==> config.mk <==
export PLATFORM = sky130hd
export DESIGN_NAME = exec_sequencer
export DESIGN_NICKNAME = d
export VERILOG_FILES = /design/src/rtl/cpu_pkg.sv /design/src/rtl/exec_sequencer.sv
export SDC_FILE = /design/constraint.sdc
export NUM_CORES = 1
export LEC_CHECK = 0
export CORE_MARGIN = 2
export CORE_UTILIZATION = 50
export CTS_CLUSTER_SIZE = 14
export DETAILED_ROUTE_END_ITERATION = 8
export PLACE_DENSITY = 0.8
export SYNTH_ARGS = -nofsm -noshare
export SYNTH_HDL_FRONTEND = slang
export SYNTH_SLANG_ARGS = --single-unit
export TNS_END_PERCENT = 5
==> constraint.sdc <==
create_clock -name clk -period 2 [get_ports clk]
set_clock_uncertainty 0.1 [all_clocks]
set_input_delay 0.5 -clock clk [delete_from_list [all_inputs] [get_ports clk]]
set_output_delay 0.5 -clock clk [all_outputs]
set_load 0.03 [all_outputs]
cell_classes.png
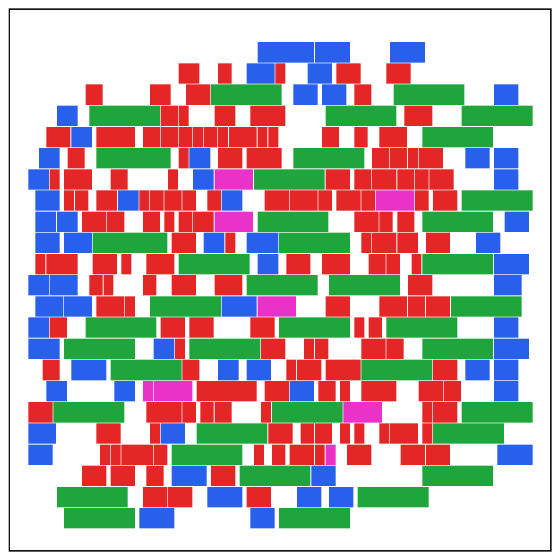
Key: red = all other logic [cells 159]; green = flip-flops [cells 40]; magenta = clock drivers and dummy loads [cells 8]; blue = other buffers and delay cells [cells 61]
CORE AREA: 0.00406 sq mm
final instance area: 0.00283 sq mm
fin util: 69.8%

final_clocks.png
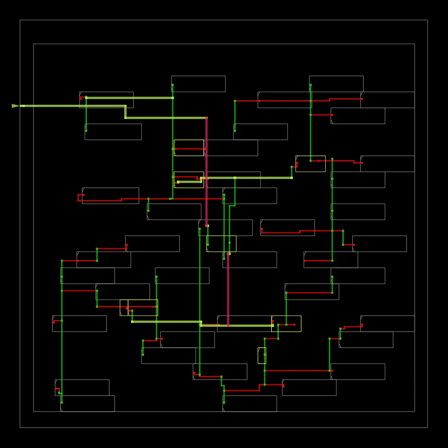
FF+latch count: 40
# clk buffers: 8

clock_map.png
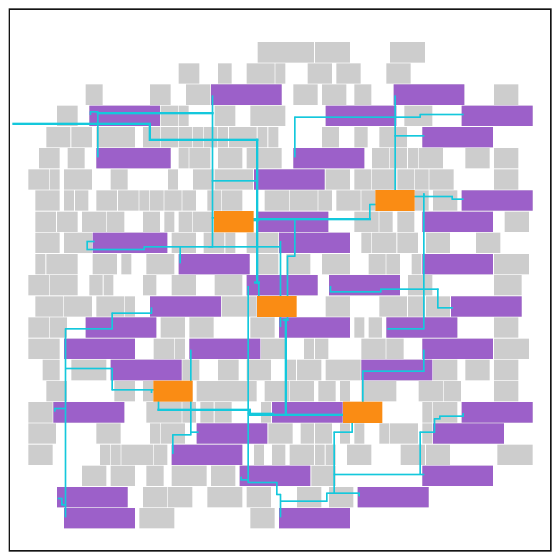
Key: orange = cells driving clock nets [count 5]; cyan = clock wires [length 504 microns]; purple = flip-flops [count 40]
Position of the flops: all over the die.
Clk power: 0.000550 W
Late-Pin Clk Latency: 0.29 ns
Clock power frac: 19.6%

registers.png
Bar = 20 microns.
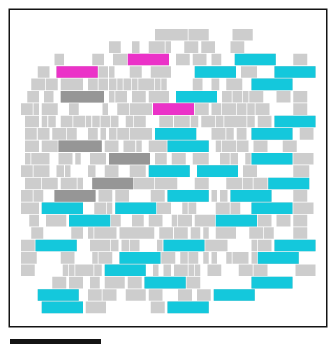
Key: cyan = `retired` [sequential cells 32, where all over the die]; magenta = `wait_cnt` [sequential cells 3]
Another 5 sequential cells are not coloured.
Seq power: 0.00103 W
fraction of area in registers: 35.4%
Reg area: 0.00100 sq mm

drive_strength.png
Bar = 20 microns.
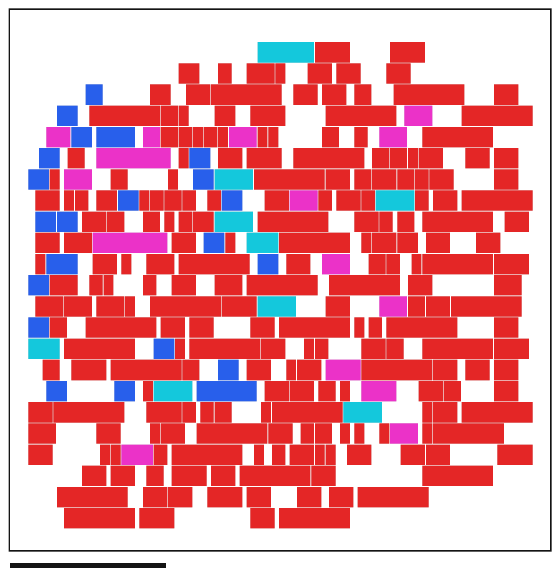
Key: magenta = drive 2 [cells 15, most used nor3_2]; red = drive 1 or less [cells 222, most used dfrtp_1]; cyan = drive 6 and up [cells 9, most used clkbuf_8]; blue = drive 3 to 4 [cells 22, most used buf_4]
area delta synth->final: 32.6%
Non-CTS buffers: 61
Final WS setup: 0.0656 ns

==> CHANGELOG.md <==
### Implementation results

- Status: complete, no violations
- XOR/XNOR Fraction of Synth Area: between 10% and 20%
- Cycle use final: 96.7%
- Cells after DPL: ~310
- DP HPWL: roughly 3200 microns
- Flop-to-flop setup slack: approximately 0.27 ns
- N_diodes: 0
- Share of cells above drive strength 1: between 10% and 20%
- Hold-critical path depth: 1
- Final Max Slew Viols: 0
- Fmax: ~520 MHz
- Most used cell, CP: buf_4
- Final Hold Fails: 0
- All-Layer GR Usage: 19.5%
- CTS tree: yes
- Leak: around 1.5 nW
- Num Clock Sinks: around 40
- Min Tclk post-route: 1.93 ns
- DR vias/cell: between 5 and 6
- Area leader, netlist: dfrtp_1
- Vias: roughly 1700
- Port bufs: about 48
- CP Launch Type: register
- Total die area: 0.00481 sq mm
- Top post-synthesis cells by count: dfrtp_1, xor2_1, xnor2_1
- Root Driver: clkbuf_8
- Crit path arrival time: about 1.3 ns
- 1st-iter DRT viols: around 46
- Wire per inst: 14.0 microns
- Synth Seq Share: roughly 47%
- Post-DRT Antenna Nets: 0
- Max reg flops: 32
- PD cells: 993 mW/mm^2
- Worst slack, placed: ~0.094 ns
- Max-cap violations: 0
- Required @ worst endpoint: 1.40 ns
- Grt total ovfl: 0
==> placed cells by master (no fill, tap or decap), drive strengths merged, types with 8 or more instances in the layout <==
cell type / n
buf: 21
clkbuf: 8
xor2: 17
dfrtp: 40
inv: 13
dlygate4sd2: 23
nand2: 13
nand3: 12
nor3: 10
dlymetal6s2s: 10
xnor2: 15
nand4: 11
nor2: 11
==> cells by family (layout without fill, tap and decap cells) <==
| group | count (synthesis) | count (layout) |
|---|---|---|
| AND/OR/NAND/NOR | 84 | 84 |
| adder cells (fa/ha/maj) | 3 | 3 |
| flip-flops | 40 | 40 |
| multiplexers | 2 | 2 |
| AND-OR/OR-AND | 25 | 25 |
| buffers and inverters | 23 | 82 |
| XOR/XNOR | 32 | 32 |
==> final cells by class <==
class                      count  area (sq um)
clock buffer                   8          90.1
tap                           50          62.6
inverter                      13          51.3
multi-input combinational    146          1050
fill                         317          1220
sequential                    40          1000
timing repair buffer          61           574
==> per-layer routing <==
layer  up-vias  share of wire, %  GRT usage, %  wire length [microns]
li1        851                 -             -                      -
met1       846                43          24.0                   1920
met2        48                51          33.2                   2260
met3         4               5.8          6.10                    259
met4         0              0.67          5.01                     30
met5         -                 0             0                      0
==> per-stage QoR <==
step           hold WS [ns]  util (%)  instance area (sq um)  setup TNS (ns)  power, W
2_1_floorplan         0.367         -                   2140         -0.0900   0.00176
3_3_place_gp          0.357      66.9                   2720               0   0.00223
3_5_place_dp          0.367      66.9                   2720               0   0.00225
4_1_cts               0.380      68.5                   2780         -0.0609   0.00279
5_1_grt               0.415      69.8                   2830               0   0.00299
6_report              0.370      69.8                   2830               0   0.00281
==> report_power, final <==
part           total, W  internal [W]  leakage, nW  switching, W
combinational   0.00123      0.000526        0.959      0.000706
clock          0.000550      0.000281       0.0455      0.000269
sequential      0.00103      0.000913        0.540      0.000117
==> worst max-delay path, delay by kind of cell (launching register included) <==
kind / cells / cell delay (ns)
flops: 1 / 0.46
simple gates: 1 / 0.16
buf+inv: 3 / 0.43
==> repair_timing <==
action,4_1_cts,5_1_grt
gates resized,25,18
endpoints found under the setup margin,26,16
hold endpoints to repair,0,0
pin swaps,0,1
No activity file was given, so power comes from the tool's default toggle rates.
